### src/rtl/score_hex_display_if.sv
// Score/HEX bundle between the snake engine (master) and the score display block (slave).
// Carries the point pulses in, and the binary score, busy flag and six 7-segment drives out.
interface score_hex_display_if #(
  parameter int SCORE_W = 14
);
  logic               score_inc;
  logic               score_clr;
  logic [SCORE_W-1:0] score;
  logic               busy;
  logic [6:0]         HEX0;
  logic [6:0]         HEX1;
  logic [6:0]         HEX2;
  logic [6:0]         HEX3;
  logic [6:0]         HEX4;
  logic [6:0]         HEX5;

  modport master (
    output score_inc, score_clr,
    input  score, busy, HEX0, HEX1, HEX2, HEX3, HEX4, HEX5
  );

  modport slave (
    input  score_inc, score_clr,
    output score, busy, HEX0, HEX1, HEX2, HEX3, HEX4, HEX5
  );
endinterface

### src/rtl/score_hex_display.sv
// Saturating score counter with sequential double-dabble BCD conversion driving HEX3..HEX0.
// Latency: score change at edge N shows on the HEX outputs at edge N+SCORE_W+2; no backpressure, one pending refresh.
// Optional `LEADING_ZERO_BLANK_EN blanks leading zero digits on HEX3..HEX1.
module score_hex_display #(
  parameter int SCORE_W   = 14,
  parameter int MAX_SCORE = 9999
) (
  input  logic CLOCK_50,
  input  logic resetn,
  score_hex_display_if.slave sif
);

  localparam int CNT_W = $clog2(SCORE_W + 1);
  localparam int SH_W  = SCORE_W + 16;

  typedef enum logic [1:0] {IDLE, SHIFT, LATCH} state_t;

  state_t             state;
  logic               busy_q;
  logic               dirty;
  logic [SCORE_W-1:0] score_q;
  logic [SCORE_W-1:0] score_nxt;
  logic               dirty_set;
  logic [SH_W-1:0]    sh;
  logic [SH_W-1:0]    sh_adj;
  logic [CNT_W-1:0]   cnt;
  logic [15:0]        disp;
  logic               blank3;
  logic               blank2;
  logic               blank1;

  function automatic logic [15:0] add3(input logic [15:0] b);
    logic [15:0] r;
    r = b;
    for (int i = 0; i < 4; i++) begin
      if (b[4*i +: 4] >= 4'd5) r[4*i +: 4] = b[4*i +: 4] + 4'd3;
    end
    return r;
  endfunction

  function automatic logic [6:0] seg7(input logic [3:0] d);
    logic [6:0] s;
    case (d)
      4'd0:    s = 7'h40;
      4'd1:    s = 7'h79;
      4'd2:    s = 7'h24;
      4'd3:    s = 7'h30;
      4'd4:    s = 7'h19;
      4'd5:    s = 7'h12;
      4'd6:    s = 7'h02;
      4'd7:    s = 7'h78;
      4'd8:    s = 7'h00;
      4'd9:    s = 7'h10;
      default: s = 7'h7F;
    endcase
    return s;
  endfunction

  // Clear wins over increment; increments at the ceiling are dropped.
  always_comb begin
    score_nxt = score_q;
    if (sif.score_clr) begin
      score_nxt = '0;
    end else if (sif.score_inc && (score_q < SCORE_W'(MAX_SCORE))) begin
      score_nxt = score_q + SCORE_W'(1);
    end
    dirty_set = sif.score_clr || (score_nxt != score_q);
    sh_adj    = {add3(sh[SH_W-1:SCORE_W]), sh[SCORE_W-1:0]};
  end

  always_ff @(posedge CLOCK_50 or negedge resetn) begin
    if (!resetn) begin
      state   <= IDLE;
      busy_q  <= 1'b0;
      dirty   <= 1'b0;
      score_q <= '0;
      sh      <= '0;
      cnt     <= '0;
      disp    <= '0;
    end else begin
      score_q <= score_nxt;
      // A fresh change on the load edge must survive, so set beats clear.
      if (dirty_set) begin
        dirty <= 1'b1;
      end else if (state == IDLE && dirty) begin
        dirty <= 1'b0;
      end
      case (state)
        IDLE: begin
          if (dirty) begin
            sh     <= {16'b0, score_q};
            cnt    <= CNT_W'(SCORE_W);
            state  <= SHIFT;
            busy_q <= 1'b1;
          end
        end
        SHIFT: begin
          sh  <= sh_adj << 1;
          cnt <= cnt - CNT_W'(1);
          if (cnt == CNT_W'(1)) state <= LATCH;
        end
        LATCH: begin
          disp   <= sh[SH_W-1:SCORE_W];
          state  <= IDLE;
          busy_q <= 1'b0;
        end
        default: begin
          state  <= IDLE;
          busy_q <= 1'b0;
        end
      endcase
    end
  end

  always_comb begin
    blank3 = 1'b0;
    blank2 = 1'b0;
    blank1 = 1'b0;
`ifdef LEADING_ZERO_BLANK_EN
    blank3 = (disp[15:12] == 4'd0);
    blank2 = blank3 && (disp[11:8] == 4'd0);
    blank1 = blank2 && (disp[7:4] == 4'd0);
`endif
  end

  assign sif.score = score_q;
  assign sif.busy  = busy_q;
  assign sif.HEX0  = seg7(disp[3:0]);
  assign sif.HEX1  = blank1 ? 7'h7F : seg7(disp[7:4]);
  assign sif.HEX2  = blank2 ? 7'h7F : seg7(disp[11:8]);
  assign sif.HEX3  = blank3 ? 7'h7F : seg7(disp[15:12]);
  assign sif.HEX4  = 7'h7F;
  assign sif.HEX5  = 7'h7F;

endmodule

### src/flat_wrapper.sv
// flat-port wrapper written by rule: the top's interface ports become plain ports
module score_hex_display_flat 
#(
  parameter int SCORE_W   = 14,
  parameter int MAX_SCORE = 9999
)
  (CLOCK_50, resetn, sif_score_inc, sif_score_clr, sif_score, sif_busy, sif_HEX0, sif_HEX1, sif_HEX2, sif_HEX3, sif_HEX4, sif_HEX5);
  score_hex_display_if #(.SCORE_W(SCORE_W)) sif_i ();
  input  logic CLOCK_50;
  input  logic resetn;
  input wire logic [$bits(sif_i.score_inc)-1:0] sif_score_inc;
  input wire logic [$bits(sif_i.score_clr)-1:0] sif_score_clr;
  output wire logic [$bits(sif_i.score)-1:0] sif_score;
  output wire logic [$bits(sif_i.busy)-1:0] sif_busy;
  output wire logic [$bits(sif_i.HEX0)-1:0] sif_HEX0;
  output wire logic [$bits(sif_i.HEX1)-1:0] sif_HEX1;
  output wire logic [$bits(sif_i.HEX2)-1:0] sif_HEX2;
  output wire logic [$bits(sif_i.HEX3)-1:0] sif_HEX3;
  output wire logic [$bits(sif_i.HEX4)-1:0] sif_HEX4;
  output wire logic [$bits(sif_i.HEX5)-1:0] sif_HEX5;
  assign sif_i.score_inc = sif_score_inc;
  assign sif_i.score_clr = sif_score_clr;
  assign sif_score = sif_i.score;
  assign sif_busy = sif_i.busy;
  assign sif_HEX0 = sif_i.HEX0;
  assign sif_HEX1 = sif_i.HEX1;
  assign sif_HEX2 = sif_i.HEX2;
  assign sif_HEX3 = sif_i.HEX3;
  assign sif_HEX4 = sif_i.HEX4;
  assign sif_HEX5 = sif_i.HEX5;
  score_hex_display #(.SCORE_W(SCORE_W), .MAX_SCORE(MAX_SCORE)) u_core (.CLOCK_50(CLOCK_50), .resetn(resetn), .sif(sif_i));
endmodule
### config.mk
export PLATFORM = sky130hd
export DESIGN_NAME = score_hex_display_flat
export DESIGN_NICKNAME = d
export VERILOG_FILES = /design/src/rtl/score_hex_display_if.sv /design/src/rtl/score_hex_display.sv /design/src/flat_wrapper.sv
export SDC_FILE = /design/constraint.sdc
export NUM_CORES = 1
export LEC_CHECK = 0
export CAP_MARGIN = 20
export CORE_AREA = 2 2 90 92
export DETAILED_ROUTE_END_ITERATION = 6
export DIE_AREA = 0 0 92 94
export PLACE_DENSITY = 0.8
export SETUP_SLACK_MARGIN = 0.05
export SYNTH_ARGS = -nofsm -noshare
export SYNTH_HDL_FRONTEND = slang
export SYNTH_SLANG_ARGS = --single-unit
### constraint.sdc
create_clock -name CLOCK_50 -period 2.2 [get_ports CLOCK_50]
set_input_delay 0.22 -clock CLOCK_50 [delete_from_list [all_inputs] [get_ports CLOCK_50]]
set_output_delay 0.22 -clock CLOCK_50 [all_outputs]
set_load 0.02 [all_outputs]
==> qor.txt, run 1 <==
status = finished, final reports clean
IO Port Bufs = 46
clock-pin slew on the worst setup and hold paths = 0.06 ns
synth cell count leaders = dfrtp_1, nand2_1, nor2_1
Critical path buffers and inverters = 2
initial antenna violation count = 0
Worst Hold Class = in2async
Post-Syn Area per Cell = 8.75 um^2
Synth-to-Final Area Change = 17.4%
met1 Usage GRT = 26.7%
CTS tree = done
Slew Viols, Final = 0
DR iter-0 viols = 214
Core Region = 0.00761 mm^2
WL per Instance = 13.6 um
Layout Nets = 554
setup TNS = 0 ns
final worst slack = 0.115 ns
GR peak layer = met2
Max Cap Viol = 0
DR pass1 iterations = 4
Max-slew headroom = 60.6%
Finished Cell Area = 0.00486 mm^2
yosys adder share = 9.37%
RD Place Congestion = 0.834
### Cells colored by class, run 1

The bar under the picture is 20 um long.
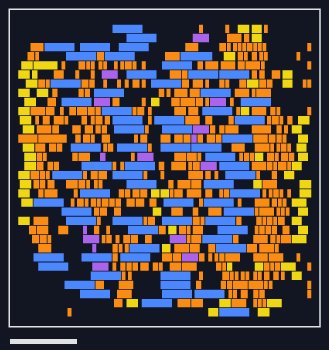
- purple: clock drivers and dummy loads (cells 15; share of their area 3.6%)
- blue: sequential cells (cells 68; share of their area 36%)
- yellow: remaining buffers and delay cells (cells 58; share of their area 12%)
- orange: combinational and other logic (cells 382; share of their area 49%)

### Placement view, run 1

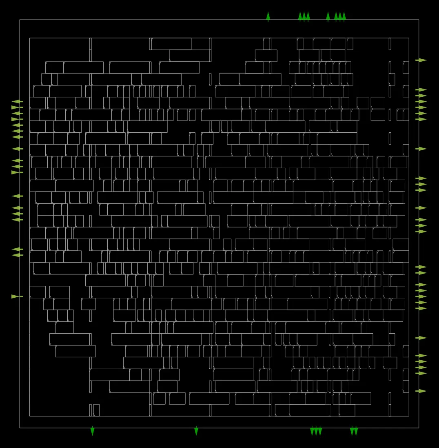
Finished Layout Cells: 625
total number of sequential cells: 68
fin util: 63.9%
Well Taps: 102
row count: 32

### Selected gate families, run 1

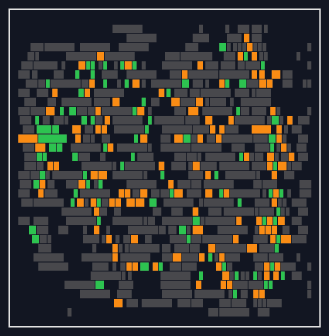
- green: nand cells (cells 86; most used nand2_1; where widely spread)
- orange: aoi and oai cells (cells 118; most used o21ai_0)
logic share of the area: 45.6%
most numerous logic cell after layout: dfrtp_1

### M2 wires, run 1

Cells faint in the background.
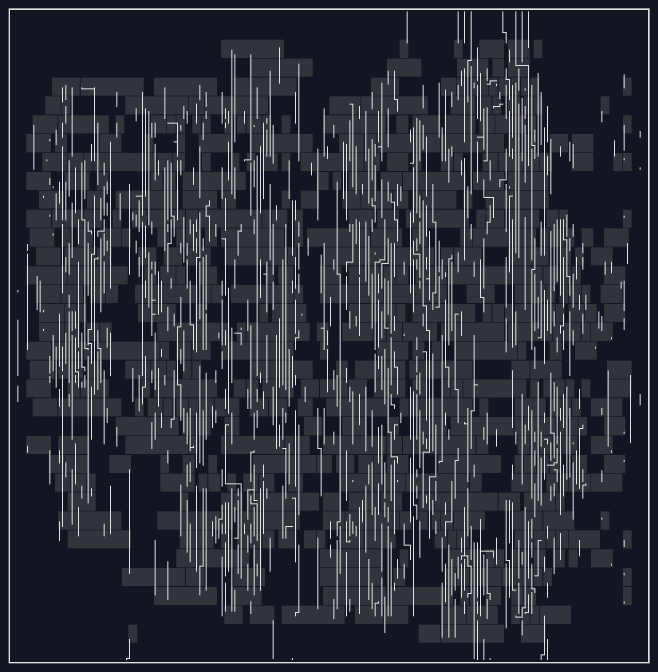

==> run 2, diff against run 1 <==
--- a/config.mk
+++ b/config.mk
@@ -6,10 +6,11 @@
 export NUM_CORES = 1
 export LEC_CHECK = 0
 export CAP_MARGIN = 20
-export CORE_AREA = 2 2 90 92
+export CORE_AREA = 2 2 74 104
 export DETAILED_ROUTE_END_ITERATION = 6
-export DIE_AREA = 0 0 92 94
-export PLACE_DENSITY = 0.8
+export DIE_AREA = 0 0 76 106
+export DONT_BUFFER_PORTS = 1
+export PLACE_DENSITY = 0.74
 export SETUP_SLACK_MARGIN = 0.05
 export SYNTH_ARGS = -nofsm -noshare
 export SYNTH_HDL_FRONTEND = slang
### M2 wires, run 2

Cells faint in the background.
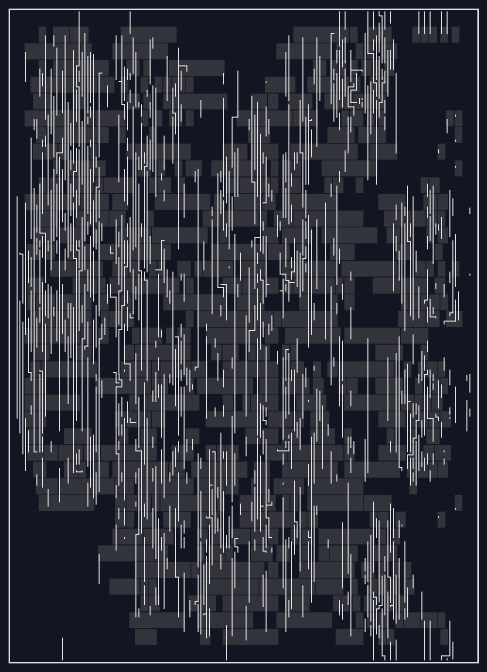
- nets with wire on the layer: 430
- main direction: vertical
- wire length on this layer: 4,490 um
- longest straight run: 44.5 um
- share of all routed wire: 54%
total wire length: 8.36 mm
GR Util met2: 39.7%
via count: 3,298

==> run 2 against run 1 <==
Compared with the run above:
- die size fell by 6.8%
- clock power increased by 2%
- cell count decreased by 7.2%
- worst hold slack worse by 0.39 ns
- synthesized cell count unchanged
- largest cell class unchanged
- clock skew about the same
- first-iteration DRC count grew 14%
- sequential power about the same
- non-clock buffer count fell by 41
- critical path type unchanged
- highest routed layer unchanged
==> qor.txt, run 2 <==
Worst Hold Class = in2reg
Core Region = 0.00718 mm^2
GR peak layer = met2
clk buf depth = 2
Finished Layout Cells = 580
CTS Hold Bufs = 3
DR pass1 iterations = 4
Synth-to-Final Area Change = 7.22%
crit path capture = sif_HEX1[3]
yosys adder share = 9.37%
logic share of the area = 49.5%
synth cell count leaders = dfrtp_1, nand2_1, nor2_1
ys cells = 473
clock-pin slew on the worst setup and hold paths = 0.07 ns
met1 Usage GRT = 23.3%
Max Cap Viol = 0
Finished Cell Area = 0.00444 mm^2
IO Port Bufs = 0
Post-Syn Area per Cell = 8.75 um^2
Max-slew headroom = 56.0%
Signal buf overhead = 3.44%
DR iter-0 viols = 244
total number of sequential cells = 68
Slew Viols, Final = 0
area fraction in and, or, nand and nor cells = 19.4%
top-count cell post-synth = dfrtp_1
WL per Instance = 14.4 um
fin util = 61.9%
placed cell areas = 0.00422 mm^2
fraction of layout instances using a drive strength above 1 = 11.2%
post-cts sizing count = 0
status = finished, final reports clean
initial antenna violation count = 0
PwrDens = 523 mW/mm^2
top power group = registers
largest net degree at the start of global routing = 69
final worst slack = 0.222 ns
row count = 37
Well Taps = 97
Layout Nets = 513
setup TNS = 0 ns
most numerous logic cell after layout = dfrtp_1
worst reg2reg endpoint = u_core.sif.score[7]
Power figures rest on the tool's default switching activity, not on a simulated workload.
